<file path="src/rtl/stream_mux2_arb_if.sv">
// Handshake bundle for the two-source stream arbiter: A/B request streams in,
// merged Y stream out, plus lock status.
interface stream_mux2_arb_if #(
  parameter int unsigned WIDTH = 8
);
  logic             a_valid;
  logic             a_ready;
  logic [WIDTH-1:0] a_data;
  logic             a_last;
  logic             b_valid;
  logic             b_ready;
  logic [WIDTH-1:0] b_data;
  logic             b_last;
  logic             y_valid;
  logic             y_ready;
  logic [WIDTH-1:0] y_data;
  logic             y_sel;
  logic             busy;

  // Arbiter side.
  modport slave (
    input  a_valid, a_data, a_last, b_valid, b_data, b_last, y_ready,
    output a_ready, b_ready, y_valid, y_data, y_sel, busy
  );

  // Producer/consumer side.
  modport master (
    output a_valid, a_data, a_last, b_valid, b_data, b_last, y_ready,
    input  a_ready, b_ready, y_valid, y_data, y_sel, busy
  );
endinterface

</file>
<file path="src/rtl/stream_mux2_arb.sv">
// Two-input packet arbiter: round-robin between packets, grant held until the
// last beat, selected beat lands in a single registered output stage.
module stream_mux2_arb #(
  parameter int unsigned WIDTH         = 8,
  parameter int unsigned PRIORITY_INIT = 0
) (
  input  logic                 clk,
  input  logic                 rst_n,
  stream_mux2_arb_if.slave     bus
);

  localparam logic [1:0] StIdle  = 2'd0;
  localparam logic [1:0] StLockA = 2'd1;
  localparam logic [1:0] StLockB = 2'd2;

  logic [1:0]       state_q, state_d;
  logic             rr_q, rr_d;
  logic             y_valid_q, y_valid_d;
  logic [WIDTH-1:0] y_data_q, y_data_d;
  logic             y_sel_q, y_sel_d;

  logic grant_a, grant_b;
  logic can_load;
  logic acc_a, acc_b;

  // IDLE grant is combinational on the current valids so packets go back to back.
  always_comb begin
    grant_a = 1'b0;
    grant_b = 1'b0;
    unique case (state_q)
      StLockA: grant_a = 1'b1;
      StLockB: grant_b = 1'b1;
      default: begin
        if (bus.a_valid && bus.b_valid) begin
          grant_a = !rr_q;
          grant_b = rr_q;
        end else begin
          grant_a = bus.a_valid;
          grant_b = bus.b_valid;
        end
      end
    endcase
  end

  assign can_load    = !y_valid_q || bus.y_ready;
  assign bus.a_ready = grant_a && can_load;
  assign bus.b_ready = grant_b && can_load;
  assign acc_a       = bus.a_valid && bus.a_ready;
  assign acc_b       = bus.b_valid && bus.b_ready;

  always_comb begin
    state_d   = state_q;
    rr_d      = rr_q;
    y_valid_d = y_valid_q;
    y_data_d  = y_data_q;
    y_sel_d   = y_sel_q;
    if (acc_a) begin
      y_valid_d = 1'b1;
      y_data_d  = bus.a_data;
      y_sel_d   = 1'b0;
      if (bus.a_last) begin
        state_d = StIdle;
        rr_d    = 1'b1;
      end else begin
        state_d = StLockA;
      end
    end else if (acc_b) begin
      y_valid_d = 1'b1;
      y_data_d  = bus.b_data;
      y_sel_d   = 1'b1;
      if (bus.b_last) begin
        state_d = StIdle;
        rr_d    = 1'b0;
      end else begin
        state_d = StLockB;
      end
    end else if (bus.y_ready) begin
      y_valid_d = 1'b0;
    end
  end

  always_ff @(posedge clk or negedge rst_n) begin
    if (!rst_n) begin
      state_q   <= StIdle;
      rr_q      <= (PRIORITY_INIT != 0);
      y_valid_q <= 1'b0;
      y_data_q  <= '0;
      y_sel_q   <= 1'b0;
    end else begin
      state_q   <= state_d;
      rr_q      <= rr_d;
      y_valid_q <= y_valid_d;
      y_data_q  <= y_data_d;
      y_sel_q   <= y_sel_d;
    end
  end

  assign bus.y_valid = y_valid_q;
  assign bus.y_data  = y_data_q;
  assign bus.y_sel   = y_sel_q;
  assign bus.busy    = (state_q != StIdle);

endmodule

</file>
<file path="src/flat_wrapper.sv">
// flat-port wrapper written by rule: the top's interface ports become plain ports
module stream_mux2_arb_flat 
#(
  parameter int unsigned WIDTH         = 8,
  parameter int unsigned PRIORITY_INIT = 0
)
  (clk, rst_n, bus_a_valid, bus_a_data, bus_a_last, bus_b_valid, bus_b_data, bus_b_last, bus_y_ready, bus_a_ready, bus_b_ready, bus_y_valid, bus_y_data, bus_y_sel, bus_busy);
  stream_mux2_arb_if #(.WIDTH(WIDTH)) bus_i ();
  input  logic clk;
  input  logic rst_n;
  input wire logic [$bits(bus_i.a_valid)-1:0] bus_a_valid;
  input wire logic [$bits(bus_i.a_data)-1:0] bus_a_data;
  input wire logic [$bits(bus_i.a_last)-1:0] bus_a_last;
  input wire logic [$bits(bus_i.b_valid)-1:0] bus_b_valid;
  input wire logic [$bits(bus_i.b_data)-1:0] bus_b_data;
  input wire logic [$bits(bus_i.b_last)-1:0] bus_b_last;
  input wire logic [$bits(bus_i.y_ready)-1:0] bus_y_ready;
  output wire logic [$bits(bus_i.a_ready)-1:0] bus_a_ready;
  output wire logic [$bits(bus_i.b_ready)-1:0] bus_b_ready;
  output wire logic [$bits(bus_i.y_valid)-1:0] bus_y_valid;
  output wire logic [$bits(bus_i.y_data)-1:0] bus_y_data;
  output wire logic [$bits(bus_i.y_sel)-1:0] bus_y_sel;
  output wire logic [$bits(bus_i.busy)-1:0] bus_busy;
  assign bus_i.a_valid = bus_a_valid;
  assign bus_i.a_data = bus_a_data;
  assign bus_i.a_last = bus_a_last;
  assign bus_i.b_valid = bus_b_valid;
  assign bus_i.b_data = bus_b_data;
  assign bus_i.b_last = bus_b_last;
  assign bus_i.y_ready = bus_y_ready;
  assign bus_a_ready = bus_i.a_ready;
  assign bus_b_ready = bus_i.b_ready;
  assign bus_y_valid = bus_i.y_valid;
  assign bus_y_data = bus_i.y_data;
  assign bus_y_sel = bus_i.y_sel;
  assign bus_busy = bus_i.busy;
  stream_mux2_arb #(.WIDTH(WIDTH), .PRIORITY_INIT(PRIORITY_INIT)) u_core (.clk(clk), .rst_n(rst_n), .bus(bus_i));
endmodule
</file>
<file path="config.mk">
export PLATFORM = sky130hd
export DESIGN_NAME = stream_mux2_arb_flat
export DESIGN_NICKNAME = d
export VERILOG_FILES = /design/src/rtl/stream_mux2_arb_if.sv /design/src/rtl/stream_mux2_arb.sv /design/src/flat_wrapper.sv
export SDC_FILE = /design/constraint.sdc
export NUM_CORES = 1
export LEC_CHECK = 0
export CORE_MARGIN = 1
export CORE_UTILIZATION = 35
export DETAILED_ROUTE_END_ITERATION = 7
export PLACE_DENSITY = 0.83
export SLEW_MARGIN = 15
export SYNTH_ARGS = -nofsm -noshare
export SYNTH_HDL_FRONTEND = slang
export SYNTH_SLANG_ARGS = --single-unit
</file>
<file path="constraint.sdc">
create_clock -name clk -period 1.45 [get_ports clk]
set_input_delay 0.29 -clock clk [delete_from_list [all_inputs] [get_ports clk]]
set_output_delay 0.29 -clock clk [all_outputs]
set_load 0.05 [all_outputs]
</file>
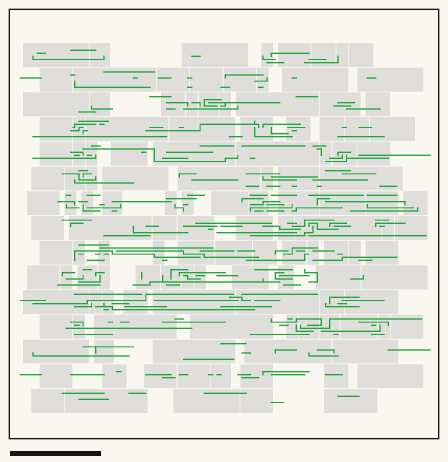
**Above:** run 1 (met1 routing).
Scale bar: 10 um.
share of all routed wire: 36%
wire length on this layer: 866 um

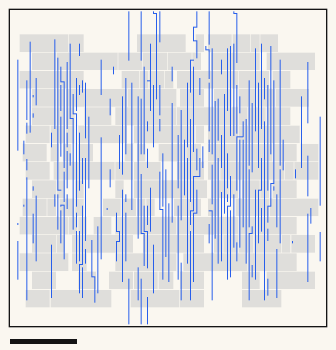
**Above:** run 1 (signal wires on met2).
Scale bar: 10 um.
wire length on this layer: 1430 um
longest straight run: 26.5 um
nets with wire on the layer: 134

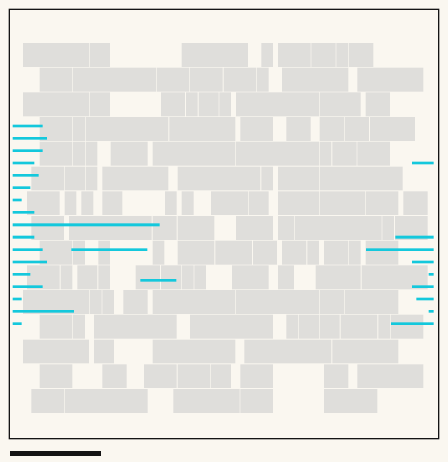
**Above:** run 1 (signal wires on met3).
Scale bar: 10 um.
wire length on this layer: 90.6 um
nets with wire on the layer: 27
longest straight run: 15.9 um
share of all routed wire: 3.8%
final wirelength: 2.39 mm
met3 Track Usage GR: 3.46%
routed via count: 777

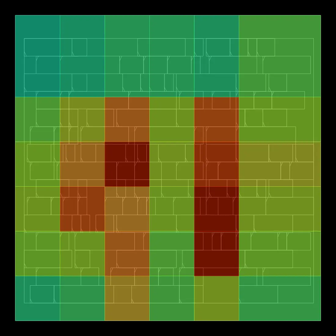
**Above:** run 1 (routing congestion map).
utilization after layout: 81.2%
gr busiest metal: met2
mean routed wirelength per cell: 15.2 um
met2 routing resource usage after global routing: 50.3%

==> job_summary.md, run 1 <==
### Flow metrics

| Metric | Value |
|---|---|
| Status | `finished, violations left` |
| Violations in the final reports | `setup timing` |
| Tally of buffers added on design ports | `35` |
| Area used by multi-input combinational logic | `between 400 and 500 sq um` |
| Share of final layout cell area taken by non-clock buffers | `between 40% and 50%` |
| Met3 routed WL | `90 um` |
| Vias per cell | `4.95` |
| # fillers | `112` |
| Number of flip-flops in the largest register | `8` |
| Layout Nets | `159` |
| Number of synthesized register bits | `13` |
| Total inserted antenna cells | `0` |
| Number of warnings reported in the yosys synthesis log | `0` |
| Final standard cell count with taps included and fillers excluded | `roughly 160` |
| CTS H-tree lvls | `1` |
| All-Layer GR Usage | `24.8%` |
| Share of synthesized cell area in and, or, nand and nor gates | `24.1%` |
| Total of clock buffers placed in the layout | `4` |
| Detailed Route Iter0 Violations | `7` |
| Cell Area, Synth | `between 700 and 800 sq um` |
| Cells in synth_stat.txt | `78` |
| Final setup violating endpoints | `15` |
| Reg-to-Reg Start | `u_core.state_q[1]$_DFFE_PN0P_` |
| Critical path capture point | `bus_a_ready` |
| Clock tree skew after final layout | `0.00877 ns` |
| Die outline width | `47.1 um` |
| Setup Crit Path Kind | `register to output port` |
| Power Total | `4.15 mW` |
| Amount of wire on met2 after detailed routing | `about 1.4 mm` |
| Max Fclk | `about 550 MHz` |
| Ordered list of cells on the worst path | `inv_2 > ha_4 > buf_4 > nand2_1 > a21oi_4 > buf_12` |
| Final-report hold violation count | `0` |
| Inserted Clock Buffers | `3` |
| Pre-CTS setup slack | `-0.310 ns` |
| Crit path launch type | `register` |
| Total stage count of the critical path | `6` |
| Switching power share of the total | `45.5%` |
| Class of the worst hold path | `input pin to asynchronous set/reset pin` |
| Number of tap cells inserted | `25` |
| Worst slew slack as a fraction of its limit | `between 70% and 80%` |
| Synth Instances | `just under 80` |
| Worst hold-check slack | `0.312 ns` |
| Top cells by area in the synthesized netlist | `dfrtp_1 46%, nand2_1 11%, a31oi_1 7.0%` |
| Synthesized-area fraction occupied by xor and xnor cells | `0%` |
| Internal Dissipation | `2.26 mW` |
| Area delta synth->final | `108%` |
| Max-slew violation count | `0` |
| Max-cap violations | `0` |
| Die outline height | `47.1 um` |
| Async S/R FF share, synth | `100%` |
| Share of the final layout cell area in multi-input gates | `29.2%` |
| Weighted congestion at the end of routability-driven global placement | `0.772` |
| Die Outline Area | `2220 sq um` |
| Yosys top cell by instances | `nand2_1` |
| Share of the clock period used by the worst path | `126%` |
| Post-layout worst setup margin | `-0.379 ns` |
| Met1 track demand over resource in global routing | `25.1%` |
| RSZ-0062 raised after global routing | `true` |
| Buffer-and-inverter tally for the worst setup path | `3` |
| FF+latch count | `13` |
| Mux area share | `0%` |
| Worst-path maximum fanout | `6` |
| Placed instance area | `1330 sq um` |
| Non-CTS inverters | `3` |
| Register share after synthesis | `45.7%` |
| Adder share | `5.27%` |
| Post-placement cell count | `about 150` |
| Count of flip-flops with a built-in enable after synthesis | `0` |
| Effective utilization at floorplan | `39.1%` |
| Clock slew at reported path FFs | `0.08 ns` |
| Largest power group | `combinational logic` |
| Count of tool warnings | `31` |
| Clock network share of area | `1.78%` |
| Worst setup path startpoint | `u_core.state_q[1]$_DFFE_PN0P_` |
| Count of plain and timing-repair buffers | `54` |
| Clock tree from TritonCTS | `done` |
| Setup total negative slack | `-3.62 ns` |
| Net count after synthesis | `104` |
| Logic family by area | `simple AND/OR/NAND/NOR gates` |
| Largest incremental delay on the critical path | `0.40 ns` |
| Top cell class by occupied area | `buffers` |
| Min Tclk post-route | `approximately 1.8 ns` |
| Grt total ovfl | `0` |
| Maximum number of buffers from clock root to sink | `2` |
| Number of gates resized after CTS | `21` |
| DPL Wire Length | `1.71 mm` |
| Logic Gate Count | `between 50 and 60` |
| Proportion of layout cells with a drive suffix above 1 | `37.9%` |
| Initial antenna violation count | `0` |
| Crit-path slowest cell | `dfrtp_1` |
| Fraction of area in registers | `22.0%` |
| Max IR drop VDD | `1.81 mV` |
| DRC violations left | `0` |
| Clk latency late pin | `0.27 ns` |
| Seq. cell area | `325 sq um` |
| Synthesized chip area reported by yosys | `712 sq um` |
| Unique masters post-synth | `22` |
| Register-to-register setup slack | `-0.26 ns` |
| Post-route cell area | `around 1500 sq um` |
| Post-CTS setup-driven buffer insertion count | `4` |
| Top-area cell share | `45.7%` |
| Total power per unit cell area | `2800 nW/um^2` |
| Cell accounting for the most synthesized area | `dfrtp_1` |
| Slew at the pin closest to its max-slew limit | `0.390 ns` |
| FF-to-FF End | `u_core.bus.y_data[4]$_DFFE_PN0P_` |
| Data arrival, critical path | `roughly 1.5 ns` |
==> run 2, diff against run 1 <==
--- a/config.mk
+++ b/config.mk
@@ -6,9 +6,9 @@
 export NUM_CORES = 1
 export LEC_CHECK = 0
 export CORE_MARGIN = 1
-export CORE_UTILIZATION = 35
+export CORE_UTILIZATION = 38
 export DETAILED_ROUTE_END_ITERATION = 7
-export PLACE_DENSITY = 0.83
+export PLACE_DENSITY_LB_ADDON = 0.05
 export SLEW_MARGIN = 15
 export SYNTH_ARGS = -nofsm -noshare
 export SYNTH_HDL_FRONTEND = slang
==> constraint.sdc (replaced) <==
create_clock -name clk -period 1.98 [get_ports clk]
set_input_delay 0.396 -clock clk [delete_from_list [all_inputs] [get_ports clk]]
set_output_delay 0.396 -clock clk [all_outputs]
set_load 0.05 [all_outputs]
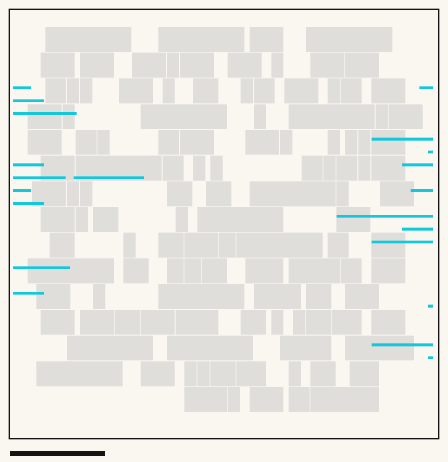
**Above:** run 2 (signal wires on met3).
Scale bar: 10 um.
final wirelength: 1.69 mm
routed via count: 694

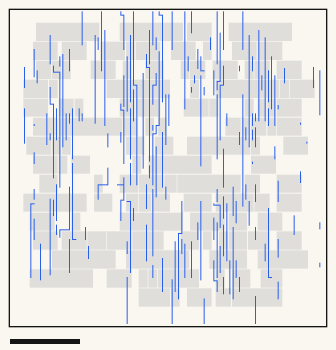
**Above:** run 2 (signal wires on met2).
Scale bar: 10 um.
met2 routing resource usage after global routing: 29.3%

==> run 2 against run 1 <==
  * The flow now finishes without violations
  * Synthesized cell count unchanged
  * First-iteration DRC count grew 130%
  * Cell count fell by 8.3%
  * Clock skew hardly changed
  * Critical path type unchanged
  * Core utilization decreased by 14 points
  * Setup slack better by 0.44 ns
  * Critical path depth fell by 1
  * Count of clock-buffer cells in the layout is the same
  * Synthesized area is the same
  * Final area is 20% lower
  * Flip-flop count did not move
  * Via count decreased by 11%
==> job_summary.md, run 2 <==
### Flow metrics

| Metric | Value |
|---|---|
| Share of final layout cell area taken by non-clock buffers | `35.1%` |
| Seq. cell area | `325 sq um` |
| Synthesized area divided by synthesized cell count | `9.13 sq um` |
| Min Tclk post-route | `between 1.5 and 2 ns` |
| Logic Gate Count | `58` |
| FF+latch count | `13` |
| Share of total power in the clock network | `7.2%` |
| Share of synthesized cell area in and, or, nand and nor gates | `24.1%` |
| Area used by multi-input combinational logic | `370 sq um` |
| Top-area cell share | `45.7%` |
| Unique masters post-synth | `22` |
| Effective utilization at floorplan | `40.8%` |
| Cell accounting for the most synthesized area | `dfrtp_1` |
| Max-cap violations | `0` |
| Clk latency late pin | `0.27 ns` |
| Power of the combinational group | `roughly 1.6 mW` |
| # fillers | `between 150 and 200` |
| Pre-CTS setup slack | `0.0834 ns` |
| Net count after synthesis | `104` |
| Met3 routed WL | `78 um` |
| Sum of routed wire segments on met1 | `between 700 and 800 um` |
| Register-to-register setup slack | `between 0.2 and 0.3 ns` |
| Ao+oa area frac | `between 10% and 20%` |
| Most frequent standard cell in the layout excluding fill and tap cells | `clkdlybuf4s50_1` |
| Async S/R FF share, synth | `100%` |
| Vias per cell | `4.82` |
| Count of hold-fix buffers inserted at cts | `0` |
| DRC violations left | `0` |
| FF-to-FF End | `u_core.bus.y_data[6]$_DFFE_PN0P_` |
| Total power per unit cell area | `1920 nW/um^2` |
| Largest power group | `combinational logic` |
| Logic family by area | `simple AND/OR/NAND/NOR gates` |
| Amount of wire on met2 after detailed routing | `roughly 830 um` |
| Post-CTS setup-driven buffer insertion count | `0` |
| Total of clock buffers placed in the layout | `4` |
| Clock slew at reported path FFs | `roughly 0.080 ns` |
| Area delta synth->final | `65.4%` |
| Synthesized chip area reported by yosys | `712 sq um` |
| Number of tap cells inserted | `25` |
| Iteration tally of the first detailed-router pass | `3` |
| Static leakage | `0.513 nW` |
| Die outline width | `45.3 um` |
| Register share after synthesis | `45.7%` |
| Max-slew violation count | `0` |
| Power Total | `between 2 and 2.5 mW` |
| Crit-path slowest cell | `dfrtp_1` |
| Final-report hold violation count | `0` |
| Maximum number of buffers from clock root to sink | `2` |
| Number of flip-flops in the largest register | `8` |
| Fraction of area in registers | `27.6%` |
| Count of plain and timing-repair buffers | `41` |
| Count of flip-flops with a built-in enable after synthesis | `0` |
| Clock network share of area | `2.23%` |
| Class of the worst hold path | `input pin to asynchronous set/reset pin` |
| Share of the final layout cell area in multi-input gates | `31.5%` |
| Crit path max-delay family | `flip-flops` |
| Worst setup path startpoint | `u_core.state_q[1]$_DFFE_PN0P_` |
| Std-Cell Rows | `15` |
| Critical path capture point | `bus_a_ready` |
| Setup total negative slack | `0 ns` |
| Mux area share | `0%` |
| Placed instance area | `1120 sq um` |
| Largest incremental delay on the critical path | `approximately 0.4 ns` |
| Crit path capture type | `output port` |
| Gr busiest metal | `met2` |
| Internal Dissipation | `1.15 mW` |
| Post-placement cell count | `138` |
| Max IR drop VDD | `1.04 mV` |
| Top cell class by occupied area | `buffers` |
| Slew at the pin closest to its max-slew limit | `0.617 ns` |
| Clock tree root buffer cell | `clkbuf_4` |
| Count of tool warnings | `29` |
| Non-CTS inverters | `3` |
| Adder share | `5.27%` |
| Worst-path maximum fanout | `7` |
| Worst hold-check slack | `0.501 ns` |
| Share of the clock period used by the worst path | `96.8%` |
| Switching power share of the total | `49.3%` |
| Clock tree skew after final layout | `between 0.008 and 0.009 ns` |
| Synthesized-area fraction occupied by xor and xnor cells | `0%` |
| DPL Wire Length | `around 1.3 mm` |
| Most frequent cells after synthesis | `20 x nand2_1, 13 x dfrtp_1, 8 x a31oi_1, 8 x nor2_1` |
| Top cells by area in the synthesized netlist | `dfrtp_1 46%, nand2_1 11%, a31oi_1 7.0%` |
| Final standard cell count with taps included and fillers excluded | `between 100 and 150` |
| Net switching power figure | `roughly 1.1 mW` |
| Combinational cell fraction of total power | `a little under three quarters` |
| Number of synthesized register bits | `13` |
| Number of gates resized after CTS | `2` |
| Largest net degree at the start of global routing | `14` |
| Post-layout worst setup margin | `between 0.06 and 0.07 ns` |
| Weighted congestion at the end of routability-driven global placement | `0.810` |
| Buffer-and-inverter tally for the worst setup path | `2` |
| Grt total ovfl | `0` |
| # IOs | `36` |
| Sequential share of power | `21.6%` |
| Top FF cell, synth | `dfrtp_1` |
| Die outline height | `45.3 um` |
| Vias in the first global route | `~650` |
| Setup Crit Path Kind | `register to output port` |
| Ordered list of cells on the worst path | `inv_2 > ha_4 > nand3b_1 > a21oi_2 > buf_12` |
| Die Outline Area | `2050 sq um` |
| Max Fclk | `approximately 520 MHz` |
| Total inserted antenna cells | `0` |
| Number of warnings reported in the yosys synthesis log | `0` |
| Layout Nets | `146` |
| CTS H-tree lvls | `1` |
| Status | `complete, no violations` |
| Data arrival, critical path | `around 1.5 ns` |
| Cell Area, Synth | `between 700 and 800 sq um` |
| Yosys top cell by instances | `nand2_1` |
| Synth Instances | `78` |
| Final setup violating endpoints | `0` |
| Worst slew slack as a fraction of its limit | `around 59%` |
| RSZ-0062 raised after global routing | `true` |
| R2R cell count | `6` |
| Initial antenna violation count | `0` |
| Cells in synth_stat.txt | `78` |
| Clock tree from TritonCTS | `done` |
| Inserted Clock Buffers | `3` |
| Remaining antenna violation count | `0` |
| Proportion of layout cells with a drive suffix above 1 | `17.6%` |
| Reg-to-Reg Start | `u_core.state_q[1]$_DFFE_PN0P_` |
| Post-route cell area | `around 1200 sq um` |
| Tally of buffers added on design ports | `35` |
| Detailed Route Iter0 Violations | `16` |
| Total stage count of the critical path | `5` |
| Sequential power | `0.488 mW` |
| Crit path launch type | `register` |
| TritonCTS Sinks | `13` |
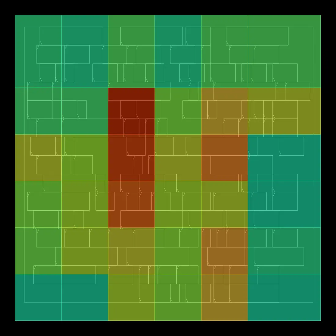
**Above:** run 2 (routing congestion map).
utilization after layout: 67.5%
met1 track demand over resource in global routing: 23.4%
All-Layer GR Usage: 18.0%
met3 Track Usage GR: 3.60%
mean routed wirelength per cell: 11.8 um

==> run 3, diff against run 2 <==
--- a/config.mk
+++ b/config.mk
@@ -13,3 +13,4 @@
 export SYNTH_ARGS = -nofsm -noshare
 export SYNTH_HDL_FRONTEND = slang
 export SYNTH_SLANG_ARGS = --single-unit
+export TNS_END_PERCENT = 1
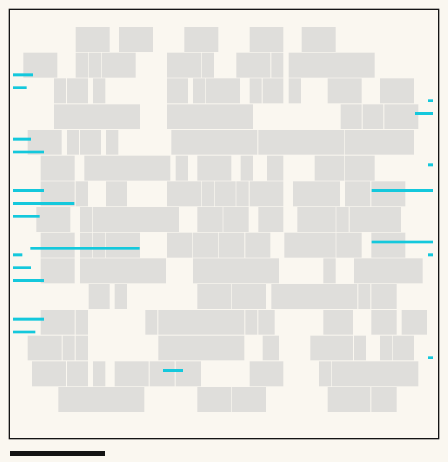
**Above:** run 3 (signal wires on met3).
Scale bar: 10 um.
routed via count: 698
final wirelength: 1.58 mm
met3 Track Usage GR: 2.40%

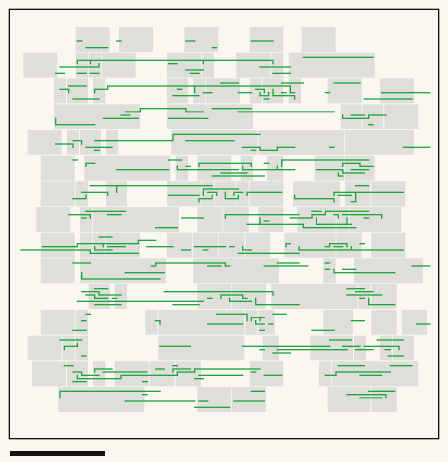
**Above:** run 3 (met1 routing).
Scale bar: 10 um.
met1 track demand over resource in global routing: 22.1%

==> run 3 against run 2 <==
  * Sequential share of layout area is 0.18 points lower
  * Non-clock buffer count is 1 higher
  * Register-to-register slack better by 0.17 ns
  * Critical path type unchanged
  * Total power is 1.1% lower
  * Wire length is 6.6% lower
  * Global-route usage is 0.43 points lower
  * Critical path depth stayed put
  * Worst hold slack worse by 0.010 ns
  * Synthesized area stayed put
  * Count of clock-buffer cells in the layout stayed put
  * First-iteration DRC count is 69% lower
==> job_summary.md, run 3 <==
### Flow metrics

| Metric | Value |
|---|---|
| Status | `complete, no violations` |
| Register share after synthesis | `around 46%` |
| Top-area cell share | `between 40% and 50%` |
| Share of total power in the clock network | `slightly above 7%` |
| Combinational cell fraction of total power | `71.1%` |
| Most frequent standard cell in the layout excluding fill and tap cells | `clkdlybuf4s50_1` |
| Adder share | `5.27%` |
| Worst hold-check slack | `between 0.4 and 0.5 ns` |
| Critical path capture point | `bus_b_ready` |
| Async S/R FF share, synth | `100%` |
| FF-to-FF End | `u_core.bus.y_data[7]$_DFFE_PN0P_` |
| Mean routed wirelength per cell | `~11 um` |
| Utilization after layout | `67.9%` |
| Std-Cell Rows | `15` |
| Amount of wire on met2 after detailed routing | `812 um` |
| Power Total | `2.24 mW` |
| # fillers | `roughly 150` |
| Number of tap cells inserted | `25` |
| Clock slew at reported path FFs | `0.08 ns` |
| Count of plain and timing-repair buffers | `42` |
| Clk latency late pin | `approximately 0.27 ns` |
| Crit path capture type | `output port` |
| Clock tree from TritonCTS | `done` |
| Register-to-register setup slack | `0.42 ns` |
| Top cells by area in the synthesized netlist | `dfrtp_1 46%, nand2_1 11%, a31oi_1 7.0%` |
| Share of the clock period used by the worst path | `98.2%` |
| Effective utilization at floorplan | `40.8%` |
| Most frequent cells after synthesis | `20 x nand2_1, 13 x dfrtp_1, 8 x a31oi_1, 8 x nor2_1` |
| DRC violations left | `0` |
| Crit-path slowest cell | `dfrtp_1` |
| Max Fclk | `514 MHz` |
| Power of the combinational group | `1.59 mW` |
| Worst slew slack as a fraction of its limit | `61.4%` |
| Number of synthesized register bits | `13` |
| Final setup violating endpoints | `0` |
| Number of warnings reported in the yosys synthesis log | `0` |
| Post-layout worst setup margin | `between 0.03 and 0.04 ns` |
| Worst-path maximum fanout | `9` |
| Data arrival, critical path | `~1.6 ns` |
| Switching power share of the total | `between 40% and 50%` |
| Number of flip-flops in the largest register | `8` |
| Setup Crit Path Kind | `register to output port` |
| Tally of buffers added on design ports | `35` |
| Initial antenna violation count | `0` |
| Layout Nets | `147` |
| Top FF cell, synth | `dfrtp_1` |
| Crit path max-delay family | `flip-flops` |
| Die Outline Area | `about 2100 sq um` |
| Mux area share | `0%` |
| Worst setup path startpoint | `u_core.state_q[0]$_DFFE_PN0P_` |
| Non-CTS inverters | `3` |
| Sequential share of power | `21.7%` |
| Synthesized-area fraction occupied by xor and xnor cells | `0%` |
| Pre-CTS setup slack | `0.0946 ns` |
| Fraction of area in registers | `27.5%` |
| Count of flip-flops with a built-in enable after synthesis | `0` |
| Area used by multi-input combinational logic | `about 370 sq um` |
| Clock tree root buffer cell | `clkbuf_4` |
| Post-placement cell count | `around 140` |
| Net count after synthesis | `roughly 100` |
| Cell Area, Synth | `about 710 sq um` |
| Maximum number of buffers from clock root to sink | `2` |
| Logic Gate Count | `slightly below 60` |
| Gr busiest metal | `met2` |
| RSZ-0062 raised after global routing | `true` |
| Unique masters post-synth | `22` |
| Crit path launch type | `register` |
| Seq. cell area | `325 sq um` |
| Vias per cell | `4.81` |
| Static leakage | `a little over 0.5 nW` |
| Share of synthesized cell area in and, or, nand and nor gates | `24.1%` |
| Area delta synth->final | `66.4%` |
| Largest net degree at the start of global routing | `14` |
| Slew at the pin closest to its max-slew limit | `0.577 ns` |
| Ao+oa area frac | `19.9%` |
| Share of the final layout cell area in multi-input gates | `a little under a third` |
| Total of clock buffers placed in the layout | `4` |
| Yosys top cell by instances | `nand2_1` |
| CTS H-tree lvls | `1` |
| Sum of routed wire segments on met1 | `between 600 and 700 um` |
| Sequential power | `0.486 mW` |
| Total inserted antenna cells | `0` |
| Final standard cell count with taps included and fillers excluded | `145` |
| Detailed Route Iter0 Violations | `5` |
| Post-CTS setup-driven buffer insertion count | `0` |
| Largest power group | `combinational logic` |
| Largest incremental delay on the critical path | `0.41 ns` |
| Total stage count of the critical path | `5` |
| Iteration tally of the first detailed-router pass | `3` |
| Count of hold-fix buffers inserted at cts | `0` |
| Ordered list of cells on the worst path | `inv_2 > ha_4 > nand3b_1 > a21oi_2 > buf_12` |
| Net switching power figure | `1.10 mW` |
| Met2 routing resource usage after global routing | `29.3%` |
| Cell accounting for the most synthesized area | `dfrtp_1` |
| Die outline width | `45.3 um` |
| Buffer-and-inverter tally for the worst setup path | `2` |
| Number of gates resized after CTS | `3` |
| Clock tree skew after final layout | `0.00173 ns` |
| Synth Instances | `78` |
| Proportion of layout cells with a drive suffix above 1 | `18.3%` |
| Reg-to-Reg Start | `u_core.state_q[1]$_DFFE_PN0P_` |
| Clock network share of area | `2.22%` |
| Logic family by area | `simple AND/OR/NAND/NOR gates` |
| DPL Wire Length | `1.20 mm` |
| R2R cell count | `8` |
| Class of the worst hold path | `input pin to asynchronous set/reset pin` |
| # IOs | `36` |
| FF+latch count | `13` |
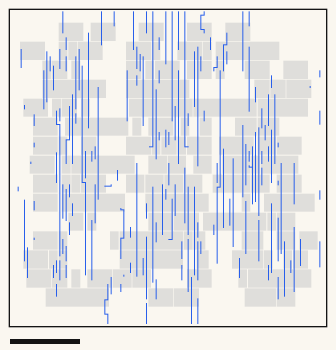
**Above:** run 3 (signal wires on met2).
Scale bar: 10 um.
share of all routed wire: 51%
wire length on this layer: 812 um

Power and IR drop assume default switching activity.
